===== config.mk =====
export PLATFORM = sky130hd
export DESIGN_NAME = reaction_timer_multi
export DESIGN_NICKNAME = d
export VERILOG_FILES = /design/src/rtl/reaction_timer_multi.sv
export SDC_FILE = /design/constraint.sdc
export NUM_CORES = 1
export LEC_CHECK = 0
export CORE_MARGIN = 4
export CORE_UTILIZATION = 58
export CTS_CLUSTER_SIZE = 25
export DETAILED_ROUTE_END_ITERATION = 6
export PLACE_DENSITY = 0.79
export SYNTH_ARGS = -nofsm -noshare
export SYNTH_HDL_FRONTEND = slang
export SYNTH_SLANG_ARGS = --single-unit

===== constraint.sdc =====
create_clock -name clk -period 4.7 [get_ports clk]
set_input_delay 0.94 -clock clk [delete_from_list [all_inputs] [get_ports clk]]
set_output_delay 0.94 -clock clk [all_outputs]
set_load 0.005 [all_outputs]

===== src/rtl/reaction_timer_multi.sv =====
// Multi-round reaction timer. Each round waits a pseudo-random delay, then lights led
// and times the stop press in ms. Best and average results are kept per session.
module reaction_timer_multi #(
  parameter int unsigned TIC_DIV      = 100000,
  parameter int unsigned MAX_MS       = 999,
  parameter int unsigned NUM_ROUNDS   = 4,
  parameter int unsigned DELAY_MIN_MS = 1000,
  parameter int unsigned RAND_BITS    = 11,
  localparam int unsigned MS_W        = $clog2(MAX_MS + 1),
  localparam int unsigned RND_W       = $clog2(NUM_ROUNDS)
) (
  input  logic             clk,
  input  logic             rst,
  input  logic             start,
  input  logic             stop,
  output logic             led,
  output logic [2:0]       state,
  output logic [RND_W-1:0] round_idx,
  output logic [MS_W-1:0]  result_ms,
  output logic             result_valid,
  output logic [MS_W-1:0]  best_ms,
  output logic [MS_W-1:0]  avg_ms,
  output logic             avg_valid,
  output logic             cheat
);

  localparam int unsigned PRE_W = $clog2(TIC_DIV);
  localparam int unsigned DLY_W = $clog2(DELAY_MIN_MS + (1 << RAND_BITS));
  localparam int unsigned SUM_W = MS_W + RND_W;

  typedef enum logic [2:0] {
    S_IDLE    = 3'd0,
    S_WAIT    = 3'd1,
    S_ARMED   = 3'd2,
    S_DONE    = 3'd3,
    S_CHEAT   = 3'd4,
    S_TIMEOUT = 3'd5,
    S_SUMMARY = 3'd6
  } state_t;

  state_t           cur;
  state_t           nxt;
  logic             start_q;
  logic             stop_q;
  logic             start_e;
  logic             stop_e;
  logic [PRE_W-1:0] presc;
  logic             tic;
  logic [15:0]      lfsr;
  logic [DLY_W-1:0] delay;
  logic [MS_W-1:0]  ms_cnt;
  logic [SUM_W-1:0] sum;
  logic             last_round;
  logic             enter_wait;
  logic             enter_armed;
  logic             capture;
  logic [MS_W-1:0]  capture_val;
  logic             new_session;
  logic             advance;
  logic             enter_summary;

  assign start_e    = start & ~start_q;
  assign stop_e     = stop & ~stop_q;
  assign tic        = (presc == PRE_W'(TIC_DIV - 1));
  assign last_round = (round_idx == RND_W'(NUM_ROUNDS - 1));
  assign enter_wait  = (nxt == S_WAIT) && (cur != S_WAIT);
  assign enter_armed = (nxt == S_ARMED) && (cur != S_ARMED);

  assign state = cur;
  assign led   = (cur == S_ARMED);
  assign cheat = (cur == S_CHEAT);

  always_ff @(posedge clk) begin
    if (rst) begin
      start_q <= 1'b0;
      stop_q  <= 1'b0;
      cur     <= S_IDLE;
      lfsr    <= 16'hACE1;
    end else begin
      start_q <= start;
      stop_q  <= stop;
      cur     <= nxt;
      // Fibonacci taps 16,14,13,11; a nonzero seed never reaches the all-zero lock state
      lfsr    <= {lfsr[14:0], lfsr[15] ^ lfsr[13] ^ lfsr[12] ^ lfsr[10]};
    end
  end

  always_comb begin
    nxt           = cur;
    capture       = 1'b0;
    capture_val   = '0;
    new_session   = 1'b0;
    advance       = 1'b0;
    enter_summary = 1'b0;
    case (cur)
      S_IDLE: begin
        if (start_e) begin
          nxt         = S_WAIT;
          new_session = 1'b1;
        end
      end
      S_WAIT: begin
        if (stop_e) begin
          nxt = S_CHEAT;
        end else if (tic && (delay <= DLY_W'(1))) begin
          nxt = S_ARMED;
        end
      end
      S_ARMED: begin
        if (stop_e) begin
          nxt         = S_DONE;
          capture     = 1'b1;
          capture_val = ms_cnt;
        end else if (tic && (ms_cnt == MS_W'(MAX_MS - 1))) begin
          nxt         = S_TIMEOUT;
          capture     = 1'b1;
          capture_val = MS_W'(MAX_MS);
        end
      end
      S_DONE, S_TIMEOUT: begin
        if (last_round) begin
          nxt           = S_SUMMARY;
          enter_summary = 1'b1;
        end else if (start_e) begin
          nxt     = S_WAIT;
          advance = 1'b1;
        end
      end
      S_CHEAT: begin
        if (start_e) begin
          nxt = S_WAIT;
        end
      end
      S_SUMMARY: begin
        if (start_e) begin
          nxt         = S_WAIT;
          new_session = 1'b1;
        end
      end
      default: nxt = S_IDLE;
    endcase
  end

  // Prescaler restarts on WAIT/ARMED entry so every ms interval there is a full one
  always_ff @(posedge clk) begin
    if (rst) begin
      presc <= '0;
    end else if (enter_wait || enter_armed || tic) begin
      presc <= '0;
    end else begin
      presc <= presc + PRE_W'(1);
    end
  end

  always_ff @(posedge clk) begin
    if (rst) begin
      delay <= '0;
    end else if (enter_wait) begin
      delay <= DLY_W'(DELAY_MIN_MS) + DLY_W'(lfsr[RAND_BITS-1:0]);
    end else if ((cur == S_WAIT) && tic && (delay != '0)) begin
      delay <= delay - DLY_W'(1);
    end
  end

  always_ff @(posedge clk) begin
    if (rst) begin
      ms_cnt <= '0;
    end else if (enter_armed) begin
      ms_cnt <= '0;
    end else if ((cur == S_ARMED) && tic) begin
      ms_cnt <= ms_cnt + MS_W'(1);
    end
  end

  always_ff @(posedge clk) begin
    if (rst) begin
      round_idx    <= '0;
      result_ms    <= '0;
      result_valid <= 1'b0;
      best_ms      <= MS_W'(MAX_MS);
      avg_ms       <= '0;
      avg_valid    <= 1'b0;
      sum          <= '0;
    end else begin
      result_valid <= capture;
      avg_valid    <= enter_summary;
      if (new_session) begin
        round_idx <= '0;
        sum       <= '0;
        best_ms   <= MS_W'(MAX_MS);
      end
      if (advance) begin
        round_idx <= round_idx + RND_W'(1);
      end
      if (capture) begin
        result_ms <= capture_val;
        sum       <= sum + SUM_W'(capture_val);
        if (capture_val < best_ms) begin
          best_ms <= capture_val;
        end
      end
      if (enter_summary) begin
        avg_ms <= sum[SUM_W-1:RND_W];
      end
    end
  end

endmodule


==> deck_impl_summary.md, run 1 <==
Flow Results at a Glance

Placed design
  • Cell count after placement: ~750
  • Pre-CTS WS: slightly below 600 ps
  • DP Wirelength: between 8 and 9 mm

Synthesis
  • Xor/xnor share: about 6.6%
  • Top-area cell share: between 30% and 40%
  • Cell count in the Yosys report: 618
  • Comb area leader: simple AND/OR/NAND/NOR gates
  • Register area share after synthesis: approximately two fifths
  • Syn avg cell area: 8.79 um^2
  • Count of warnings emitted by yosys: 0
  • Simple share: 28.0%
  • Async SR Flop Fraction: 0%
  • Unique cell types: roughly 68
  • Mapped Area: roughly 5400 um^2

Final layout
  • Area-dominant class: logic gates
  • Logic area: between 3000 and 4000 um^2
  • Filler cells: approximately 770
  • Most used logic cell in the final layout: dfxtp_1
  • Comb/total area: between 50 and 60%
  • Clock buffer count: 10
  • Final cell count without fillers: 768
  • Register area: about 2100 um^2
  • Final Net Count: between 600 and 700
  • Diodes inserted: 0

Status
  • Status: completed

Worst setup path
  • Crit path capture: sum[10]$_SDFFE_PP0P_
  • CP arrival: roughly 4400 ps
  • CP Capture Type: flop
  • WP data required: 5010 ps
  • Crit-path slowest cell: and4_1
  • RR Endpoint: sum[10]$_SDFFE_PP0P_
  • Startpoint Class: flop

GRT
  • Vias in the first global route: about 4300
  • Grt ovf: 0
  • Met2 Use GR: around two fifths
  • Global-route wire length before repair: 20.2 mm

Job
  • Count of tool warnings: 29
  • MaxCap Viol Count: 0

Pwr
  • Power of the clock network: ~0.62 mW
  • Comb power frac: under 10%

Timing
  • Final Cycle Share: between 80 and 90%
  • Fmax: ~250 MHz
  • Worst setup margin: approximately 630 ps
  • Final count of negative-setup-slack endpoints: 0

Min path
  • HP Start: lfsr[14]$_SDFF_PP0_
  • HP Class: flop to flop

Routing
  • DR top layer: met4
  • M1 wire length: ~5 mm
  • Routed Antenna Nets: 0

Clock tree
  • Clk buf depth: 2
  • PostCTS Resize Cnt: 0
  • Clk sinks: roughly 110
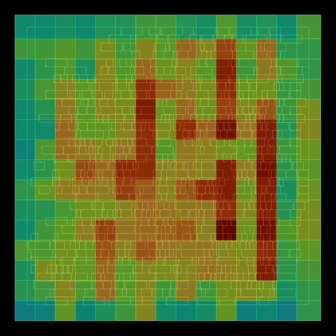
Run 1: routing congestion map
GR Layer Usage met3: 4.26%
GR peak layer: met2

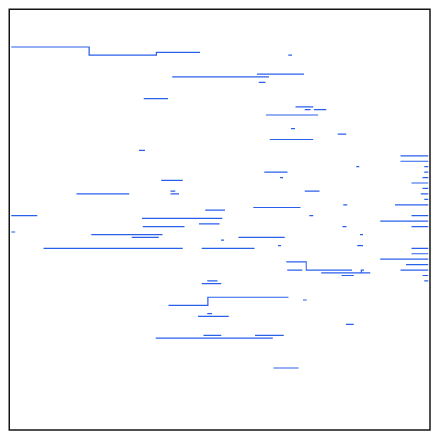
Run 1: met3 routing
(4 px per um)
- longest straight run: 34.5 um
- share of all routed wire: 4.4%
via count: 4453
Post-Route WL: 11.8 mm

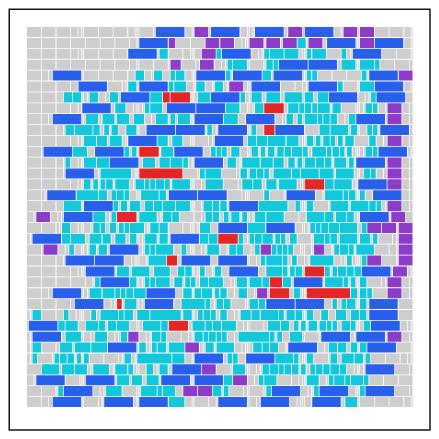
Run 1: cells colored by class
(4 px per um) Fill, decap, tap and diode cells in gray.
- red: clock drivers and dummy loads (cells 16; share of their area 3.6%)
- purple: other buffers and delay cells (cells 47; share of their area 7.6%)
- cyan: all other logic (cells 488; share of their area 53%)
- blue: flops (cells 106; share of their area 36%)
final instance area: 6110 um^2
row count: 35
final core occ: 66.4%
core area: 9200 um^2
flop share of the area: 34.7%

Run 1, sizing map:
(4 px per um)
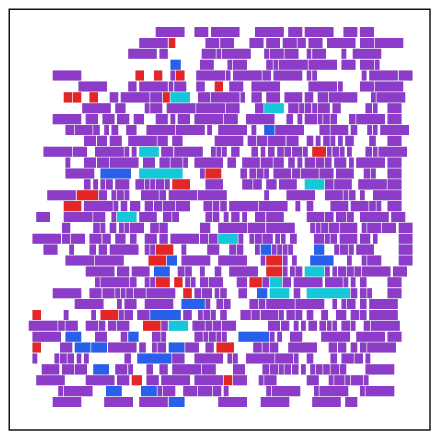

==> run 1 -> run 2 <==
--- a/config.mk
+++ b/config.mk
@@ -10,6 +10,7 @@
 export CTS_CLUSTER_SIZE = 25
 export DETAILED_ROUTE_END_ITERATION = 6
 export PLACE_DENSITY = 0.79
+export SLEW_MARGIN = 40
 export SYNTH_ARGS = -nofsm -noshare
 export SYNTH_HDL_FRONTEND = slang
 export SYNTH_SLANG_ARGS = --single-unit
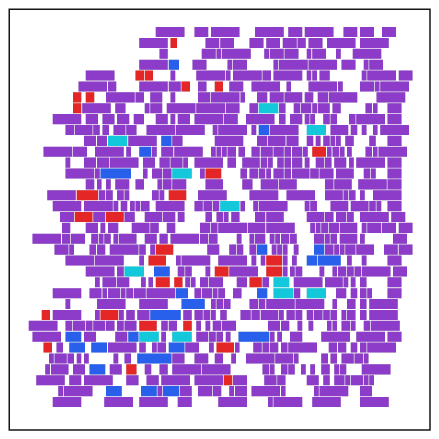
Run 2: sizing map
(4 px per um)
- blue: drive 3 to 4 (cells 25; share 3.8%)
- purple: drive 1 or less (cells 591; share 90%)
- cyan: drive 6 and up (cells 11; share 1.7%)
- red: drive 2 (cells 30; share 4.6%)
P&R area growth vs syn: 12.1%
Non-clk bufs: 47
final instance area: 6090 um^2
worst setup margin: 591 ps

==> run 2 against run 1 <==
Net effect:
- sequential power about the same
- utilization fell by 0.18 points
- critical path depth did not move
- non-clock buffer count stayed put
- design area down 0.27%
- highest routed layer unchanged
==> deck_impl_summary.md, run 2 <==
Flow Results at a Glance

Routing
  • Vias/cell: between 5 and 6
  • Routed Antenna Nets: 0 (unchanged)
  • M1 wire length: 4.96 mm (-0.32%)
  • Via count: 4468 (+0.34%)
  • Pre-antenna DRT Iters: 5
  • DR top layer: met4
  • Number of DRC markers in iteration 0: ~210
  • Post-Route WL: 11.6 mm (-1.9%)

Final layout
  • Most used logic cell in the final layout: dfxtp_1
  • Register area: 2120 um^2 (unchanged)
  • Filler cells: 772 (unchanged)
  • Final Net Count: 684 (unchanged)
  • Diodes inserted: 0 (unchanged)
  • Final cell count without fillers: 768 (unchanged)
  • Comb/total area: 50.7% (+0.32 points)
  • Max reg flops: 17
  • Flop share of the area: 34.8% (+0.093 points)
  • Layout cells sized above 1: between 10 and 15%
  • Area-dominant class: logic gates
  • Final core occ: 66.2% (-0.18 points)
  • Logic area: 3090 um^2 (+0.37%)
  • Clock-cell share: just over 3%
  • Clock buffer count: 10 (unchanged)
  • Biggest regs: presc: 17 flops, lfsr: 16 flops

Worst setup path
  • Setup CP Type: flop to flop
  • Startpoint Class: flop
  • WP data required: 5010 ps (about the same)
  • Reg2reg path depth: 16
  • CP max stage delay: roughly 470 ps
  • Crit-path slowest cell: and4_1
  • Crit path capture: sum[10]$_SDFFE_PP0P_
  • RR Endpoint: sum[10]$_SDFFE_PP0P_
  • CP arrival: 4420 ps (+40 ps)
  • Worst Path Buf+Inv: 1
  • R2R Setup Slk: between 500 and 600 ps
  • CP Capture Type: flop

Floorplanning
  • IO Count: 43
  • Die width: ~100 um
  • Core area: 9200 um^2 (unchanged)
  • Die Area: ~11000 um^2
  • Row count: 35 (unchanged)
  • Pre-Place Util: between 50% and 60%
  • Chip Height: between 100 and 150 um

Synthesis
  • Unique cell types: 68 (unchanged)
  • Ao+oa area frac: a little under an eighth
  • Async SR Flop Fraction: 0% (unchanged)
  • Yosys chip area: between 5000 and 6000 um^2
  • Simple share: 28.0% (unchanged)
  • Mapped Area: 5430 um^2 (unchanged)
  • Register area share after synthesis: 39.1% (unchanged)
  • Count of warnings emitted by yosys: 0 (unchanged)
  • Cell count in the Yosys report: 618 (unchanged)
  • Syn avg cell area: 8.79 um^2 (unchanged)
  • Comb area leader: simple AND/OR/NAND/NOR gates
  • Xor/xnor share: 6.61% (unchanged)
  • Top-area cell share: 39.1% (unchanged)

Timing
  • Final Cycle Share: 87.4% (+0.77 points)
  • Unrepaired setup endpoints after global routing: no
  • Worst slew pin tran: roughly 710 ps
  • Fmax: 243 MHz (-0.88%)
  • Final count of negative-setup-slack endpoints: 0 (unchanged)

Clock tree
  • Clk sinks: 106 (unchanged)
  • Clk buf depth: 2 (unchanged)
  • Cts hold-fix bufs: 0
  • PostCTS Resize Cnt: 0 (unchanged)

GRT
  • Grt ovf: 0 (unchanged)
  • GR peak layer: met2
  • Global-route wire length before repair: 20.2 mm (+0.17%)
  • GR Layer Usage met3: 4.39% (+0.12 points)
  • Met1 usage: about a quarter
  • Vias in the first global route: 4364 (+0.34%)
  • Met2 Use GR: 39.1% (unchanged)

Job
  • Count of tool warnings: 29 (unchanged)
  • MaxCap Viol Count: 0 (unchanged)

Min path
  • HP Class: flop to flop
  • HP Start: lfsr[14]$_SDFF_PP0_

Placed design
  • Routability cong.: approximately 0.90
  • DP Wirelength: 8.50 mm (-0.22%)
  • Pre-CTS WS: 598 ps (+14.2 ps)
  • Cell count after placement: 752 (unchanged)

Pwr
  • Pleak: 2.44 nW
  • Pint: about 1.2 mW
  • Power of the clock network: 0.541 mW (-13%)
  • Peak supply drop: approximately 0.18 mV
  • Comb power frac: 9.9% (+0.5 points)

Status
  • Status: completed
No activity file was given, so power comes from the tool's default toggle rates.
